==> config.mk <==
export PLATFORM = sky130hd
export DESIGN_NAME = mem_ctrl_flat
export DESIGN_NICKNAME = d
export VERILOG_FILES = /design/src/rtl/mem_ctrl_if.sv /design/src/rtl/mem_ctrl.sv /design/src/flat_wrapper.sv
export SDC_FILE = /design/constraint.sdc
export NUM_CORES = 1
export LEC_CHECK = 0
export CAP_MARGIN = 20
export CORE_MARGIN = 4
export CORE_UTILIZATION = 54
export CTS_BUF_LIST = sky130_fd_sc_hd__clkbuf_8 sky130_fd_sc_hd__clkbuf_16
export DETAILED_ROUTE_END_ITERATION = 10
export PLACE_DENSITY = 0.85
export SYNTH_ARGS = -nofsm -noshare
export SYNTH_HDL_FRONTEND = slang
export SYNTH_SLANG_ARGS = --single-unit
==> constraint.sdc <==
create_clock -name clk -period 4.9 [get_ports clk]
set_input_delay 0.98 -clock clk [delete_from_list [all_inputs] [get_ports clk]]
set_output_delay 0.98 -clock clk [all_outputs]
set_load 0.02 [all_outputs]
Fig. 1: supply network
Bar = 20 µm. Pins as bars on the die edge.
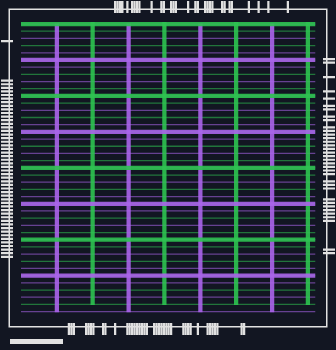
Green shows VDD. Purple shows VSS.
8 straps on met5. The core has 40 rows. 41 met1 rails follow the rows. 8 straps on met4. 155 signal pins sit on the boundary.
die y size: 120 µm
peak supply drop: 0.000243 V

Fig. 2: cell classes on the final placement
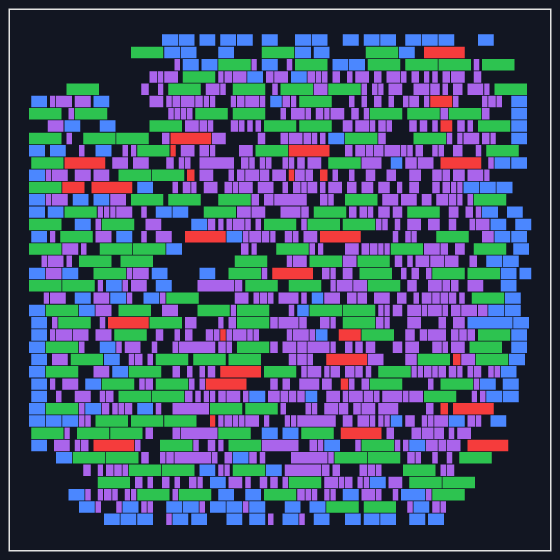
Purple shows all other logic, cells 617. Red shows clock drivers and dummy loads, cells 30. Blue shows other buffers and delay cells, cells 163. Green shows flip-flops, cells 146.
post-route core utilization: 0.732
area of all placed cells without fillers: 0.00887 mm²
Placeable Area: 0.0121 mm²

==> out/writeup.txt <==
The flow ran to the end, and the final reports show no timing, DRC or antenna violations. Summed over all layers, the global routing overflow is 0. TritonCTS built the clock tree. On the reported timing paths, the clock transition at the registers reads 60 ps.

The clock tree buffer depth is 2, and the share of the yosys chip area belonging to registers is 0.435. The critical path in this run is classified as reg -> reg. Based on the critical path, the design can be clocked at up to 263 MHz. The run gives 822 ps for the slew at the pin with the worst max-slew slack.

The kind of capture point of the worst setup path is a flip-flop. With the worst-case setup margin in the final layout at 1100 ps, the sequential share of power is 0.448. The number of global-route vias before repair is 6,091. The H-tree depth is 4, and the data required time at the worst endpoint is 5250 ps. At the placement stage, the worst setup path has a slack of 1120 ps.

The run gives 0 for the count of library flops with an enable pin. The clock net in this run drives a total of 146 sinks. Static power due to leakage: 3.24 nW.

The setup violation total in the final timing report was 0. The final layout contains routed wiring with a total length of 18.8 mm. With the overall track demand over capacity in global routing at 0.267, the highest fanout seen on the critical path is 15. STA shows the worst reg2reg path with a cell count of 8. The worst relative slew slack was 0.448. The synthesis log from Yosys contains 0 warnings.

The run gives 4150 ps for the data arrival time of the worst path. The tree is rooted in a clkbuf_16. Cell internal power was estimated by the tool at 0.00216 W. Combinational cell fraction of total power: 0.170.

The count of nets left with antenna violations once routing finished came out at 0. In the final layout, the fill cell count is 937. The first global-routing pass estimated 30.8 mm of wire. Per the detail_route report, the via count comes to 6,482. Measured along the x axis, the die boundary spans 120 µm.

The clock power share is 0.382. The routed layout reports a DRC error count of 0. The script computed a power per unit cell area of 335 mW/mm². The worst-case register-to-register setup slack is 1100 ps, and the max capacitance violation total is 0. In the hold timing report, the worst path depth is 2. With the number of top-level pins at 155, the number of buffers inserted by port buffering is 154.

The post-detailed-placement cell area was 0.00831 mm²; the number of setup buffers added after CTS was 0. Classification of the worst-slack hold path: reg -> reg. The OpenROAD warning count is 28. Of all cell types, the one taking the most synthesized area is dfxtp_1.

The run gives 0 for the final number of hold-violating endpoints. Synthesis handed over a netlist of 822 instances. The clock skew was 5.92 ps. The most used flip-flop cell after synthesis is dfxtp_1.

In the final report, the number of pins over their slew limit comes to 0. The number of cells upsized or downsized after cts was 0; the aggregate negative setup slack was 0 ps. The logs give 12.5 mm for the half-perimeter wire length after detailed placement and 0 for the initial antenna violation count. For this run, the script counts the antenna cells in the layout as 0.

With the final estimated routing congestion in global placement at 0.893, the number of buffers created by CTS is 17. The design draws 0.00297 W. Setup repair after global routing left no endpoint under its margin. Per the Yosys statistics, synthesis produced 822 cells. The post-synthesis net count is 908, and the layout overhead on the synthesized area is 32.0%.

After floorplanning, the die was sized to cover 0.0143 mm². With the ratio of final minimum period to clock period at 0.776, the later-pin clock latency in the skew report is 420 ps. The iteration count recorded for the first detailed-route pass is 6. Sorting the synthesized cells by area gives the leading types as dfxtp_1 44%, nand2_1 10%, a21oi_1 7.3%. The largest net degree at the start of global routing came out at 113. The final layout contains 1,031 nets. The floorplan has 40 rows.

The category of the worst setup path launch point is a flip-flop. For reference, the post-synthesis area per instance comes to 8.17 µm². The smallest clock period supported by the final layout is computed as 3800 ps. The run gives 0 for the fraction of synthesis flops using an asynchronous set or reset pin. The synthesized chip area reported by yosys came out at 0.00672 mm². The fraction of final layout cells sized beyond drive strength 1 is 0.0617, and the routed wire length per instance is 16.7 µm. The share of the synthesized area in the top cell type was 0.435; the tally of unique sky130hd cells used after synthesis was 56.

In this run, synthesis produced a sequential element count of 146. After detailed routing, the number of vias per cell comes to 5.77. In this run, post-CTS hold repair placed 0 buffers.

The effective utilization at floorplan is 0.555, and the violation count after the first detailed-routing iteration is 763. The switching portion of total power works out to 0.272. Before any placement, the netlist area is recorded as 0.00672 mm². In this run the power spent charging and discharging nets is 0.000810 W.
==> layout make-up <==
class	count	area, µm²	share of cell area
Sequential cell	146	2920	0.330
Inverter	12	45.0	0.00508
Multi-Input combinational cell	605	3540	0.399
Clock inverter	10	47.5	0.00536
Tap cell	168	210	0.0237
Timing Repair Buffer	163	1630	0.184
Clock buffer	20	467	0.0526
==> stage by stage <==
step | utilization | hold WS, ps | std cells
finish | 0.732 | 451 | 1124
global route | 0.732 | 477 | 1124
CTS | 0.729 | 454 | 1122
detailed placement | 0.686 | 446 | 1092
global placement | 0.686 | 439 | 1092
floorplan | - | 432 | 822
==> per-layer routing <==
layer	track usage	wire length, µm
met5	0	0
met4	0.0859	323
met3	0.0947	1850
met2	0.416	8750
met1	0.347	7870
==> power by group through the flow <==
stage               logic [W]  registers [W]  clock network (W)
floorplan            0.000263        0.00137                  0
global placement     0.000490        0.00135                  0
detailed placement   0.000496        0.00135                  0
CTS                  0.000500        0.00133            0.00115
global route         0.000551        0.00134            0.00121
finish               0.000505        0.00133            0.00113
==> kinds of logic (layout without fill, tap and decap cells) <==
family,count (synthesis),in the layout,share of synthesized area
xor gates and xnor gates,19,19,0.0248
DFF,146,146,0.435
muxes,42,42,0.0777
adders and majority gates,6,6,0.0123
buffers and inverters,71,205,0.0406
and+or+nand+nor,363,363,0.242
AOI/OAI and AO/OA,175,175,0.168
==> critical path, stage by stage, from the launching register on <==
cell and delay [ps]:
dfxtp_1 790, inv_1 230, ha_1 620, ha_1 410, a21oi_1 180, or3_1 470
or4_1 530, a311o_1 360, a21oi_1 130
==> placed cells by master (no fill, tap or decap), types with 5 or more instances in the layout <==
master           netlist  final
a211o_1               12     12
a21oi_1               98     98
a311o_1                8      8
a311oi_1              13     13
buf_4                  0      8
clkbuf_16              0     17
clkdlybuf4s50_1        0    153
clkinv_2               0      5
dfxtp_1              146    146
ha_1                   5      5
inv_1                 12     16
mux2i_1               33     33
mux4_2                 8      8
nand2_1              187    187
nand2b_1               5      5
nand3_1               23     23
nand4_1               11     11
nor2_1                79     79
nor3_1                13     13
nor4_1                 6      6
o21ai_0                8      8
or3_1                  7      7
xnor2_1               12     12
xor2_1                 7      7
==> cells in the mapped netlist (8+ instances only) <==
master / count
nor2_1: 79
a311o_1: 8
dfxtp_1: 146
o21ai_0: 8
xnor2_1: 12
inv_1: 12
mux2i_1: 33
nand2_1: 187
nand4_1: 11
clkbuf_1: 51
a21oi_1: 98
mux4_2: 8
nand3_1: 23
a211o_1: 12
nor3_1: 13
a311oi_1: 13
No activity file was given, so power comes from the tool's default toggle rates.
